===== src/rtl/psram_cmd_split.sv =====
// Splits linear byte-range requests into PSRAM sub-commands that never cross a
// page boundary and never exceed MAX_BURST bytes.
module psram_cmd_split #(
   parameter int ADDR_WIDTH = 32,
   parameter int LEN_WIDTH  = 12,
   parameter int ID_WIDTH   = 4,
   parameter int PAGE_SIZE  = 1024,
   parameter int MAX_BURST  = 256
) (
   input  logic                  clk_i,
   input  logic                  rst_i,
   input  logic                  req_valid_i,
   output logic                  req_ready_o,
   input  logic [ADDR_WIDTH-1:0] req_addr_i,
   input  logic [LEN_WIDTH-1:0]  req_len_i,
   input  logic                  req_write_i,
   input  logic [ID_WIDTH-1:0]   req_id_i,
   output logic                  sub_valid_o,
   input  logic                  sub_ready_i,
   output logic [ADDR_WIDTH-1:0] sub_addr_o,
   output logic [LEN_WIDTH-1:0]  sub_len_o,
   output logic                  sub_write_o,
   output logic [ID_WIDTH-1:0]   sub_id_o,
   output logic                  sub_first_o,
   output logic                  sub_last_o,
   output logic                  busy_o
);

   localparam int PG_BITS = $clog2(PAGE_SIZE);
   localparam int CW      = LEN_WIDTH + 1;

   typedef enum logic {IDLE, SPLIT} state_t;

   state_t                state_q, state_d;
   logic [CW-1:0]         rem_q;
   logic [CW-1:0]         chunk_q;
   logic                  req_hs, sub_hs;
   logic [ADDR_WIDTH-1:0] ld_addr;
   logic [CW-1:0]         ld_rem;
   logic [CW-1:0]         ld_chunk;

   // Bytes issuable from a given page offset: min(remaining, to-page-end, MAX_BURST).
   function automatic logic [CW-1:0] calc_chunk(input logic [PG_BITS-1:0] off,
                                                input logic [CW-1:0] rem);
      logic [31:0] c;
      logic [31:0] to_page;
      to_page = 32'(PAGE_SIZE) - 32'(off);
      c = 32'(rem);
      if (to_page < c) c = to_page;
      if (32'(MAX_BURST) < c) c = 32'(MAX_BURST);
      return CW'(c);
   endfunction

   assign req_ready_o = (state_q == IDLE) && !rst_i;
   assign req_hs      = req_valid_i && req_ready_o;
   assign sub_hs      = sub_valid_o && sub_ready_i;
   assign busy_o      = (state_q != IDLE);

   // Next sub-command source: a fresh request in IDLE, otherwise the remainder.
   always_comb begin
      ld_addr  = sub_addr_o + ADDR_WIDTH'(chunk_q);
      ld_rem   = rem_q - chunk_q;
      if (state_q == IDLE) begin
         ld_addr = req_addr_i;
         ld_rem  = {1'b0, req_len_i} + CW'(1);
      end
      ld_chunk = calc_chunk(ld_addr[PG_BITS-1:0], ld_rem);
   end

   always_ff @(posedge clk_i) begin
      if (rst_i) state_q <= IDLE;
      else       state_q <= state_d;
   end

   always_comb begin
      state_d = state_q;
      case (state_q)
         IDLE:    if (req_hs) state_d = SPLIT;
         SPLIT:   if (sub_hs && sub_last_o) state_d = IDLE;
         default: state_d = IDLE;
      endcase
   end

   always_ff @(posedge clk_i) begin
      if (rst_i) begin
         sub_valid_o <= 1'b0;
         sub_addr_o  <= '0;
         sub_len_o   <= '0;
         sub_write_o <= 1'b0;
         sub_id_o    <= '0;
         sub_first_o <= 1'b0;
         sub_last_o  <= 1'b0;
         rem_q       <= '0;
         chunk_q     <= '0;
      end else if (req_hs || (sub_hs && !sub_last_o)) begin
         sub_valid_o <= 1'b1;
         sub_addr_o  <= ld_addr;
         sub_len_o   <= LEN_WIDTH'(ld_chunk - CW'(1));
         sub_first_o <= req_hs;
         sub_last_o  <= (ld_chunk == ld_rem);
         rem_q       <= ld_rem;
         chunk_q     <= ld_chunk;
         if (req_hs) begin
            sub_write_o <= req_write_i;
            sub_id_o    <= req_id_i;
         end
      end else if (sub_hs) begin
         sub_valid_o <= 1'b0;
      end
   end

endmodule


===== config.mk =====
export PLATFORM = sky130hd
export DESIGN_NAME = psram_cmd_split
export DESIGN_NICKNAME = d
export VERILOG_FILES = /design/src/rtl/psram_cmd_split.sv
export SDC_FILE = /design/constraint.sdc
export NUM_CORES = 1
export LEC_CHECK = 0
export CORE_MARGIN = 2
export CORE_UTILIZATION = 41
export DETAILED_ROUTE_END_ITERATION = 7
export PLACE_DENSITY = 0.73
export SLEW_MARGIN = 25
export SYNTH_ARGS = -nofsm -noshare
export SYNTH_HDL_FRONTEND = slang
export SYNTH_SLANG_ARGS = --single-unit

===== constraint.sdc =====
create_clock -name clk_i -period 6.27 [get_ports clk_i]
set_clock_uncertainty 0.15 [all_clocks]
set_input_delay 0.627 -clock clk_i [delete_from_list [all_inputs] [get_ports clk_i]]
set_output_delay 0.627 -clock clk_i [all_outputs]
set_load 0.03 [all_outputs]

Figure 1. Metal layers overlaid (run 1).
The bar under the picture is 50 microns long. Two of the layers only.
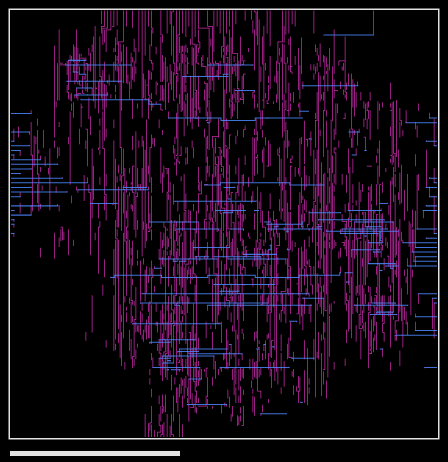
colour	layer	wire length
blue	M3	1260 microns
magenta	M2	8220 microns

Figure 2. Cell classes on the final placement (run 1).
Fill, decap, tap and diode cells in grey.
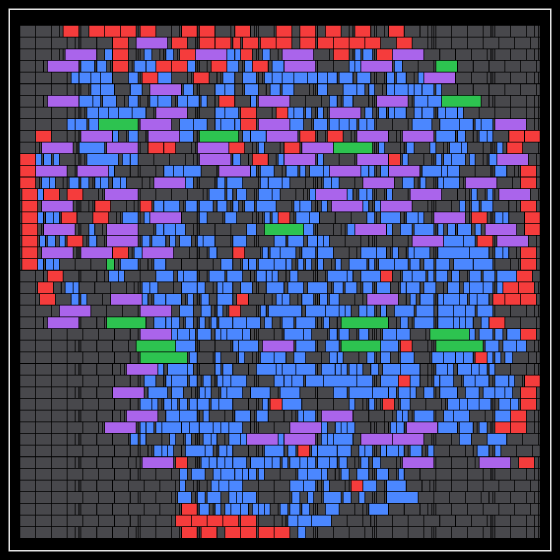
colour	class	cells	share of their area
purple	registers	79	21%
red	remaining buffers and delay cells	125	16%
green	clock drivers and dummy loads	14	4.5%
blue	remaining logic cells	671	58%

Figure 3. Clock nets (run 1).
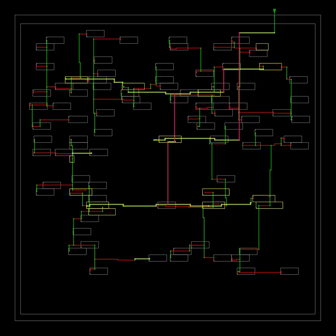
flip-flops: 79
cts bufs inserted: 9
CTS sink cnt: 79
Clk. pwr: 606 uW

Figure 4. Sequential cells grouped by signal name (run 1).
The bar under the picture is 50 microns long. Other sequential cells in the stronger grey, the rest of the logic in the fainter grey.
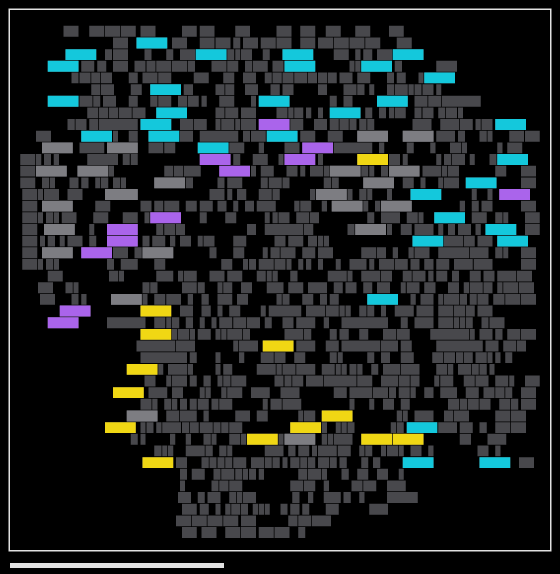
colour	signal	placed flops
purple	sub_len_o	12
yellow	rem_q	13
cyan	sub_addr_o	32
not coloured	22

==> Slide: Implementation Results, run 1 <==
Key Metrics from the Run

Outcome
  • Status: complete, no violations

Layout
  • Comb area share: 55.12%
  • Clock-cell share: between 4 and 5%
  • Most frequent cells in the layout: clkdlybuf4s50_1, nand2_1, nor2_1, dfxtp_1, a21oi_1
  • Ant diodes: 0
  • Fillers: between 1000 and 1500
  • Dominant logic cell type in the layout: clkdlybuf4s50_1
  • Non-filler cells, final: 1073
  • Finished Cell Area: 7731 sq um
  • Biggest regs: sub_addr_o x32, chunk_q x13, rem_q x13
  • Top reg by flops: sub_addr_o
  • Final design utilization: 53.19%
  • Register Area: 1583 sq um
  • Clk_buf instances: 10
  • Largest class: logic gates
  • Non-clock buffers, area share: between 10% and 20%
  • Inverters: 33
  • Max reg flops: 32

Final timing
  • Post-route setup slack: 0.4757 ns
  • Final Hold Fails: 0
  • RSZ-0062 raised after global routing: no
  • Headroom to the max-slew limit: 41.19%
  • TNS Setup: 0 ns
  • Cycle use final: 92.41%
  • Fin crit period: 5.794 ns
  • Max-slew violations: 0
  • Max Clk Rate: approximately 170 MHz
  • Final setup violation count: 0

Floorplanning
  • Chip width: ~130 microns
  • FP Util: between 40% and 50%
  • Chip area: 15880 sq um
  • Core box area: 14530 sq um
  • # rows: 44

Setup path
  • FF-to-FF End: sub_len_o[6]$_SDFFE_PP0P_
  • WS Path Type: register to register
  • Worst reg-to-reg path cell count: 22
  • Buf/Inv on CP: 0
  • Levels on crit path: 22
  • Reg2reg start: sub_addr_o[0]$_SDFFE_PP0P_
  • Critical Path End Type: register
  • Crit-path max cell delay: 0.57 ns
  • Max stage delay cell, worst path: or4_4
  • Req. time, crit path: 6.39 ns
  • Worst EP arrival: 5.92 ns
  • CP Max Fanout: 8
  • CP top delay family: simple AND/OR/NAND/NOR gates

Min path
  • Hold Path End: sub_id_o[1]$_SDFFE_PP0P_
  • HP Class: register to register
  • Worst Hold Depth: 2
  • HP Start: sub_id_o[1]$_SDFFE_PP0P_

Placed design
  • Placed cell areas: about 7400 sq um
  • DP HPWL: 14.52 mm
  • Port Buffers: 106
  • Placed Cells: 1059
  • Pre-CTS setup slack: between 0.3 and 0.4 ns
  • Placer congestion estimate: slightly below 1

Clocking
  • Clk_lat worst skew: ~0.35 ns
  • Hold_buf cts: 0
  • PostCTS Resize Cnt: 0
  • CTS tree: yes
  • CTS max path bufs: 2
  • CTS H-Tree Depth: 3
  • Total setup buffers inserted after CTS: 0
  • Root buffer cell: clkbuf_16

Synthesis
  • Xor/xnor share: 4.305%
  • Yosys aoi share: 29.48%
  • Register area share after synthesis: 25.91%
  • Ys flop type: dfxtp_1
  • Syn avg cell area: 7.716 sq um
  • Synthesized instance count: 791
  • And+or+nand+nor area frac: 23.19%
  • Top cells by area: dfxtp_1, ha_1, a21oi_1
  • Yosys warning tally: 0
  • Yosys Instances: 791
  • Top cell type by total area after synthesis: dfxtp_1
  • Post-synth EDFFs: 0
  • Distinct lib cells: 83
  • Asr flop ratio synth: 0%
  • Mux share: 3.916%
  • List of most frequent post-synthesis cells: dfxtp_1, nand2_1, nor2_1
  • YS chip area: 6103 sq um
  • Post-Synthesis Cell Area: 6103 sq um
  • Adder Share, Synth: 8.446%
  • Syn_nets: 884
  • Synthesized registers: 79

Power
  • P per Cell Area: 255.2 nW/um^2
  • Seq pwr share: 29.5%
  • Total chip power: 1973 uW
  • Sw Ratio: 36.26%
  • Maximum VDD drop: ~0.15 mV
  • Largest power group: combinational logic
  • Total sequential power: 582 uW
  • Clock power share: 30.7%

Route
  • Post-Route M1 WL: 9.231 mm
  • Routed via count: roughly 6400
  • Iter 0 DRT Violations: 544
  • Routed wl met3: ~1.3 mm
  • Vias per cell: 5.998
  • Remaining DRCs: 0
  • Met2 routed WL: 8.222 mm
  • Routed WL: roughly 19 mm
  • Per-cell routed wire length: 18.13 microns

GRT
  • Gr busiest metal: met2
  • Total gr overflow: 0
  • Largest net degree at the start of global routing: approximately 65
  • Routing usage on met3: 5.438%
  • GR Util met1: 33.81%
  • Initial antenna violation count: 0
  • GR Util met2: 35.83%
  • Vias in the first global route: 5926

Flow run
  • Tool Warnings: 26
  • Max cap viols: 0
==> inputs of run 2 (changes only) <==
--- a/config.mk
+++ b/config.mk
@@ -5,8 +5,11 @@
 export SDC_FILE = /design/constraint.sdc
 export NUM_CORES = 1
 export LEC_CHECK = 0
+export CAP_MARGIN = 20
+export CORE_ASPECT_RATIO = 0.9
 export CORE_MARGIN = 2
 export CORE_UTILIZATION = 41
+export CTS_BUF_LIST = sky130_fd_sc_hd__clkbuf_2 sky130_fd_sc_hd__clkbuf_4 sky130_fd_sc_hd__clkbuf_8
 export DETAILED_ROUTE_END_ITERATION = 7
 export PLACE_DENSITY = 0.73
 export SLEW_MARGIN = 25
Figure 5. Sequential cells grouped by signal name (run 2).
The bar under the picture is 50 microns long. Other sequential cells in the stronger grey, the rest of the logic in the fainter grey.
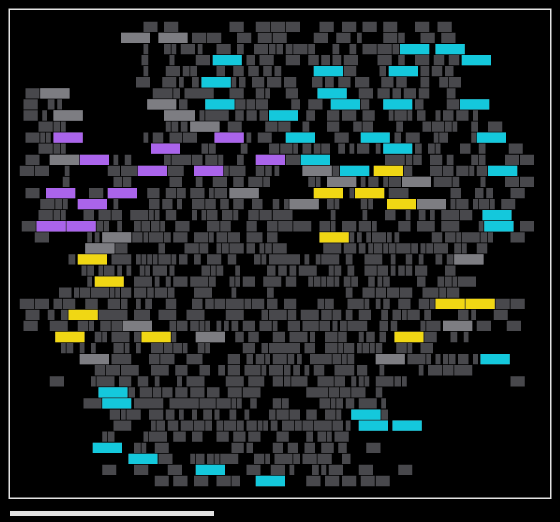
colour	signal	placed flops
cyan	sub_addr_o	32
yellow	rem_q	13
purple	sub_len_o	12

==> run 2 against run 1 <==
- setup slack got worse by 0.10 ns
- critical endpoint unchanged
- total power is 11% lower
- global-route usage is 1.0 points lower
- largest cell class unchanged
- critical path depth unchanged
- die size about the same
- register-to-register slack worse by 0.10 ns
- critical path type unchanged
- sequential share of layout area rose by 0.29 points
- clock power is 38% lower
- flip-flop count is the same
==> Slide: Implementation Results, run 2 <==
Key Metrics from the Run

Setup path
  • Most used cell, CP: ha_1
  • CP Max Fanout: 8
  • Worst reg-to-reg path cell count: 22
  • Req. time, crit path: 6.43 ns
  • WS Path Type: register to register
  • CP top delay family: AND-OR/OR-AND gates
  • R2R Setup Slk: 0.37 ns
  • Worst EP arrival: about 6.1 ns
  • FF-to-FF End: sub_len_o[6]$_SDFFE_PP0P_
  • Crit-path max cell delay: 0.43 ns
  • Buf/Inv on CP: 1
  • Reg2reg start: chunk_q[0]$_SDFFE_PP0P_
  • Critical Path End Type: register
  • Max stage delay cell, worst path: fa_1
  • Levels on crit path: 22
  • Crit path cell chain: ha_1 > inv_1 > fa_1 > a21oi_2 > nor3_1 > nor3_1 > mux2_2 > o21ai_0 > o21ai_0 > ha_1 > and3_1 > nand3_1 > o31a_1 > nor3_2 > o211a_1 > o211ai_1 > and2_4 > or2_1 > ha_1 > and4_1 > a41o_1 > a31oi_1

Synthesis
  • Distinct lib cells: 83
  • Post-synth EDFFs: 0
  • Yosys warning tally: 0
  • Synthesized instance count: 791
  • YS chip area: 6103 sq um
  • Register area share after synthesis: 25.91%
  • Top cell type by total area after synthesis: dfxtp_1
  • Post-Synthesis Cell Area: a little over 6000 sq um
  • Synthesized registers: around 79
  • List of most frequent post-synthesis cells: dfxtp_1, nand2_1, nor2_1
  • Ys flop type: dfxtp_1
  • Mux share: 3.916%
  • Top cells by area: dfxtp_1, ha_1, a21oi_1
  • Syn_nets: 884
  • Yosys aoi share: 29.48%
  • Yosys Instances: roughly 790
  • Syn avg cell area: between 7 and 8 sq um
  • Adder Share, Synth: 8.446%
  • Xor/xnor share: 4.305%
  • Asr flop ratio synth: 0%
  • And+or+nand+nor area frac: 23.19%

Min path
  • Hold Path End: sub_id_o[2]$_SDFFE_PP0P_
  • HP Start: sub_id_o[2]$_SDFFE_PP0P_
  • Worst Hold Depth: 2
  • HP Class: register to register

Final timing
  • Final Hold Fails: 0
  • Hold WS: 0.3097 ns
  • Fin crit period: between 5 and 6 ns
  • TNS Setup: 0 ns
  • RSZ-0062 raised after global routing: no
  • Max-slew violations: 0
  • Max Clk Rate: about 170 MHz
  • Post-route setup slack: 0.3749 ns
  • Cycle use final: a little over nine tenths
  • Headroom to the max-slew limit: 34.79%
  • Final setup violation count: 0

GRT
  • Total gr overflow: 0
  • Vias in the first global route: 5782
  • Largest net degree at the start of global routing: 51
  • Initial antenna violation count: 0
  • Routing usage on met3: 3.211%
  • Gr busiest metal: met2
  • GR Util met2: 35.91%
  • GR Util met1: about a third
  • First-pass GRT wire length: 30.02 mm

Clocking
  • Root buffer cell: clkbuf_8
  • Hold_buf cts: 0
  • CTS max path bufs: 2
  • CTS H-Tree Depth: 3
  • Cts bufs inserted: 9
  • Total setup buffers inserted after CTS: 0
  • Clk_lat worst skew: between 0.3 and 0.4 ns
  • PostCTS Resize Cnt: 0
  • CTS tree: yes
  • CTS sink cnt: 79

Layout
  • Most frequent cells in the layout: clkdlybuf4s50_1, nand2_1, nor2_1, dfxtp_1, a21oi_1
  • Fin nets: approximately 980
  • Dominant logic cell type in the layout: clkdlybuf4s50_1
  • Finished Cell Area: roughly 7600 sq um
  • Biggest regs: sub_addr_o x32, chunk_q x13, rem_q x13
  • Logic area: 4290 sq um
  • Final design utilization: 52.18%
  • Inverters: 33
  • Clock-cell share: under 10%
  • Comb area share: 56.29%
  • Ant diodes: 0
  • Fillers: about 1500
  • Largest class: logic gates
  • Non-filler cells, final: 1089
  • Register Area: 1583 sq um
  • Top reg by flops: sub_addr_o
  • Flip-flops: just under 80
  • Clk_buf instances: 9
  • Comb_multi_in: 638
  • Non-clock buffers, area share: ~16%
  • Max reg flops: 32

Route
  • Post-Route M1 WL: between 9 and 10 mm
  • Pre-antenna DRT Iters: 5
  • Met2 routed WL: 8.300 mm
  • Remaining DRCs: 0
  • Vias per cell: 5.838
  • Routed via count: 6358
  • Routed wl met3: around 940 microns
  • Per-cell routed wire length: approximately 17 microns
  • Top Layer Used: met4
  • Routed WL: between 15 and 20 mm
  • Iter 0 DRT Violations: 536

Placed design
  • Placed cell areas: 7387 sq um
  • Port Buffers: about 110
  • Pre-CTS setup slack: around 0.17 ns
  • Placed Cells: 1070
  • DP HPWL: 13.81 mm
  • Placer congestion estimate: 0.9060

Power
  • P per Cell Area: 229.1 nW/um^2
  • Int Power: 1015 uW
  • Largest power group: combinational logic
  • Seq pwr share: 33.2%
  • Sw Ratio: 41.89%
  • Clock power share: 21.6%
  • Total chip power: 1747 uW
  • Clk. pwr: around 380 uW
  • Total sequential power: ~580 uW
  • Maximum VDD drop: 0.1015 mV
  • Comb power frac: 45.1%

Flow run
  • Tool Warnings: 26
  • Max cap viols: 0

Floorplanning
  • Chip width: 132.6 microns
  • Tap Cells: 198
  • FP Util: 41.78%
  • Core box area: ~15000 sq um
  • Chip area: 15880 sq um
  • # rows: 42
  • I/O pin cnt: 107

Outcome
  • Status: complete, no violations
Power and IR drop assume default switching activity.
